==> config.mk <==
export PLATFORM = sky130hd
export DESIGN_NAME = clock_set_controller
export DESIGN_NICKNAME = d
export VERILOG_FILES = /design/src/rtl/clock_set_controller.sv
export SDC_FILE = /design/constraint.sdc
export NUM_CORES = 1
export LEC_CHECK = 0
export CORE_ASPECT_RATIO = 1.25
export CORE_MARGIN = 2
export CORE_UTILIZATION = 55
export DETAILED_ROUTE_END_ITERATION = 6
export PLACE_DENSITY_LB_ADDON = 0.25
export SYNTH_ARGS = -nofsm -noshare
export SYNTH_HDL_FRONTEND = slang
export SYNTH_SLANG_ARGS = --single-unit
==> constraint.sdc <==
create_clock -name clk -period 5.1 [get_ports clk]
set_input_delay 1.02 -clock clk [delete_from_list [all_inputs] [get_ports clk]]
set_output_delay 1.02 -clock clk [all_outputs]
set_load 0.02 [all_outputs]
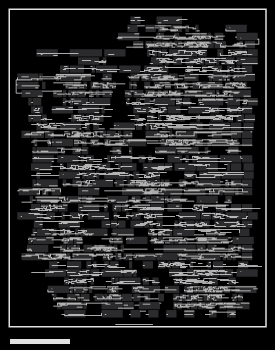
(metal 1)
The bar under the picture is 20 microns long. Cells faint in the background.
share of all routed wire	44%
wire length on this layer	4180 microns
nets with wire on the layer	549
longest straight run	19.3 microns
total via count after detailed routing: 3759
Final Routed Wirelength: 9390 microns
M1 GR Usage: 0.255

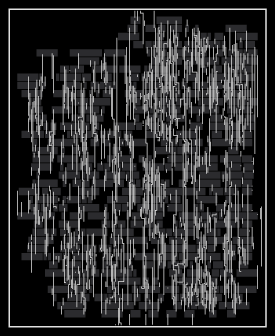
(met2 routing)
Cells faint in the background.
wire length on this layer	4730 microns
longest straight run	54.7 microns
met2 Track Usage GR: 0.395

==> changes_impl.md <==
## Flow update

* Chip area estimate from yosys synthesis at 4520 sq um
* Kind of start point of the critical path: flip-flop
* Tally of buffers added on design ports at 36
* Core Density at Floorplan at 0.558
* Area share of the largest cell type after synthesis at 0.358
* Hold-fix buffers, CTS at 0
* P_leak at 1.91 nW
* Top logic cell by instance count in the layout: nor2_1
* Number of warnings the tools reported at 29
* Synth Register Bits at 81
* Count of buffering cells on the critical path with inverters included at 2
* Gate Count Post-Synth at 532
* Post-detailed-route DRC marker count at 0
* First DRT Iteration DRCs at 193
* Wire length of the first global-routing pass at 16300 microns
* Die Y-Extent at 105 microns
* Syn_area_per_cell at 8.50 sq um
* P_sw at 0.000379 W
* Clk latency late pin at 0.36 ns
* Post-synthesis cell type count at 63
* Clock transition time at the flip-flop clock pins of the worst setup and hold paths at 0.08 ns
* List of cells traversed by the critical path: ha_1, ha_1, inv_1, fa_1, nor4b_1, mux2_2, a311oi_4, a311o_1, and3_1, ha_1, inv_1, fa_1, nor4_1, a2111oi_2, a211o_1
* CTS H-Tree Depth at 3
* Status: complete, no violations
* Dominant cell type by count on the critical path: ha_1
* Number of buffers on the longest clock path at 2
* Top Usage Layer GRT: met2
* Routability congestion estimate from global placement at 0.875
* Setup_tns at 0 ns
* Pin count of the biggest net entering global routing at 28
* CTS Root Buffer Type: clkbuf_8
* Commonest cells after routing, fill and taps aside: nor2_1 (97), dfxtp_1 (81), nand2_1 (39)
* Die Area at 8970 sq um
* Transition time at the pin with the least slew margin at 1.13 ns
* Fin crit period at 4.25 ns
* Clk_skew at 0.0138 ns
* Class of the worst hold path: flip-flop to flip-flop
* RSZ-0062 raised after global routing: false
* Logic pwr share at 0.161
* Length in cells of the worst reg-to-reg path at 15
* Number of antenna violations at the first check in global routing at 0
* Number of cell instances after yosys synthesis at 532
* Worst IR drop on VDD at 0.000190 V
* Fin cells at 663
* # IOs at 37
* Register area share after synthesis at 0.358
* Hold path depth at 1
* Count of flip-flops with a built-in enable after synthesis at 0
* Kind of cell adding the most delay to the critical path: adder cells
* Setup slack of the most critical reg-to-reg path at 0.85 ns
* Endpoint arrival time on the critical path at 4.49 ns
* Primary FF master, synth: dfxtp_1
* Post-route ant nets at 0
* Part of the total power dissipated in sequential elements at 0.472
* Synth area leader: dfxtp_1
* Largest cells by area: dfxtp_1 (36%), nor2_1 (8.0%), xor2_1 (6.2%), ha_1 (5.8%), mux2i_1 (4.6%)
* Total of warnings raised by yosys at 0
* Final tally of hold violations at 0
* TritonCTS clock tree: built
* Post-Synthesis Net Count at 576
* Cell types with the highest counts after synthesis: nor2_1 (97), dfxtp_1 (81), nand2_1 (39)
* Number of maximum-capacitance constraint violations at 0
* Width of the die at 85.1 microns
* Fraction of layout cells with a size suffix above 1 at 0.0548
* GR Overflow Total at 0
* Proportion of synthesized flip-flops having asynchronous set or reset at 0
* Number of search-and-repair iterations in the first detailed-routing pass at 4
* GR met3 Demand/Resource at 0.0446
* Switching share of total power at 0.269
* Fill count at 691
* GRT Overall Usage at 0.222
* Power Internal at 0.00103 W
* Worst rel slew slack at 0.246
* Standard-cell rows at 37
* Portion of the clock cycle consumed by the worst path in the final layout at 0.833
* Highest attainable clock frequency at 235 MHz
* Top-count cell post-synth: nor2_1
* Core occupancy in the finished layout at 0.638
* Type of the setup path with the least slack: flip-flop to flip-flop
* Power density normalized to cell area at 273 nW/um^2
* Via count of the first global-routing pass at 3692
* Detail Placement HPWL at 6880 microns
* Post-placement cell count at 648
* Relative area change from synthesis to final layout at 14.3%
* Required time at the endpoint of the critical path at 5.34 ns
* Slowest cell delay on critical path at 0.50 ns
* Average wire length per cell after detail routing at 14.2 microns
* Total inserted antenna cells at 0
* Stages on the worst setup path at 15
* Final count of negative-setup-slack endpoints at 0
* Kind of end point of the critical path: flip-flop
* Clk sink count at 81
* Area of the placeable core at 8100 sq um
* Number of buffers added for setup after CTS at 0
* Synth Cell Area at 4520 sq um
* Via-to-Cell Ratio at 5.67
* Final Max Tran Viols at 0
* Flip-flop count of the largest register, all copies and words added at 24
* Final layout net count at 606
* Cell with the largest stage delay on the worst path: fa_1
* Proportion of power drawn by the clock network at 0.367
* CTS Buf Count at 9
* Highest net fanout along the worst path at 6
* Number of gates resized after CTS at 0
power by group through the flow:
stage               combinational (W)  sequential [W]  clock (W)
CTS                          0.000225        0.000665   0.000531
floorplan                    0.000172        0.000675          0
finish                       0.000227        0.000665   0.000516
detailed placement           0.000223        0.000680          0
global placement             0.000219        0.000679          0
global route                 0.000255        0.000668   0.000556
cell type report:
class	count	area, sq um	share of cell area
Multi-Input combinational cell	413	2760	0.534
Sequential cell	81	1620	0.314
Timing Repair Buffer	39	383	0.0741
Clock buffer	10	138	0.0266
Tap cell	97	121	0.0235
Clock inverter	5	80.1	0.0155
Inverter	18	67.6	0.0131
metal layers:
metal  wire length, microns  part of all wire
met1                   4180              0.44
met3                    311             0.033
met4                    178             0.019
met5                      0                 0
met2                   4730              0.50
logic make-up (layout without fill, tap and decap cells):
group | after synthesis | after routing | synth area share
AOI/OAI and AO/OA | 68 | 68 | 0.107
xor gates and xnor gates | 51 | 51 | 0.104
buffers and inverters | 38 | 72 | 0.0318
adders and majority gates | 26 | 26 | 0.0802
muxes | 23 | 23 | 0.0514
and+or+nand+nor | 245 | 245 | 0.267
DFF | 81 | 81 | 0.358
through the flow:
| stage | hold WS [ns] | area (sq um) | setup WS, ns | power, W |
|---|---|---|---|---|
| floorplan | 0.438 | 4520 | 1.20 | 0.000847 |
| global placement | 0.456 | 4950 | 1.04 | 0.000898 |
| detailed placement | 0.475 | 4950 | 0.887 | 0.000903 |
| CTS | 0.494 | 5170 | 0.869 | 0.00142 |
| global route | 0.517 | 5170 | 0.528 | 0.00148 |
| finish | 0.489 | 5170 | 0.850 | 0.00141 |
Power is estimated from default activity; no workload was simulated.
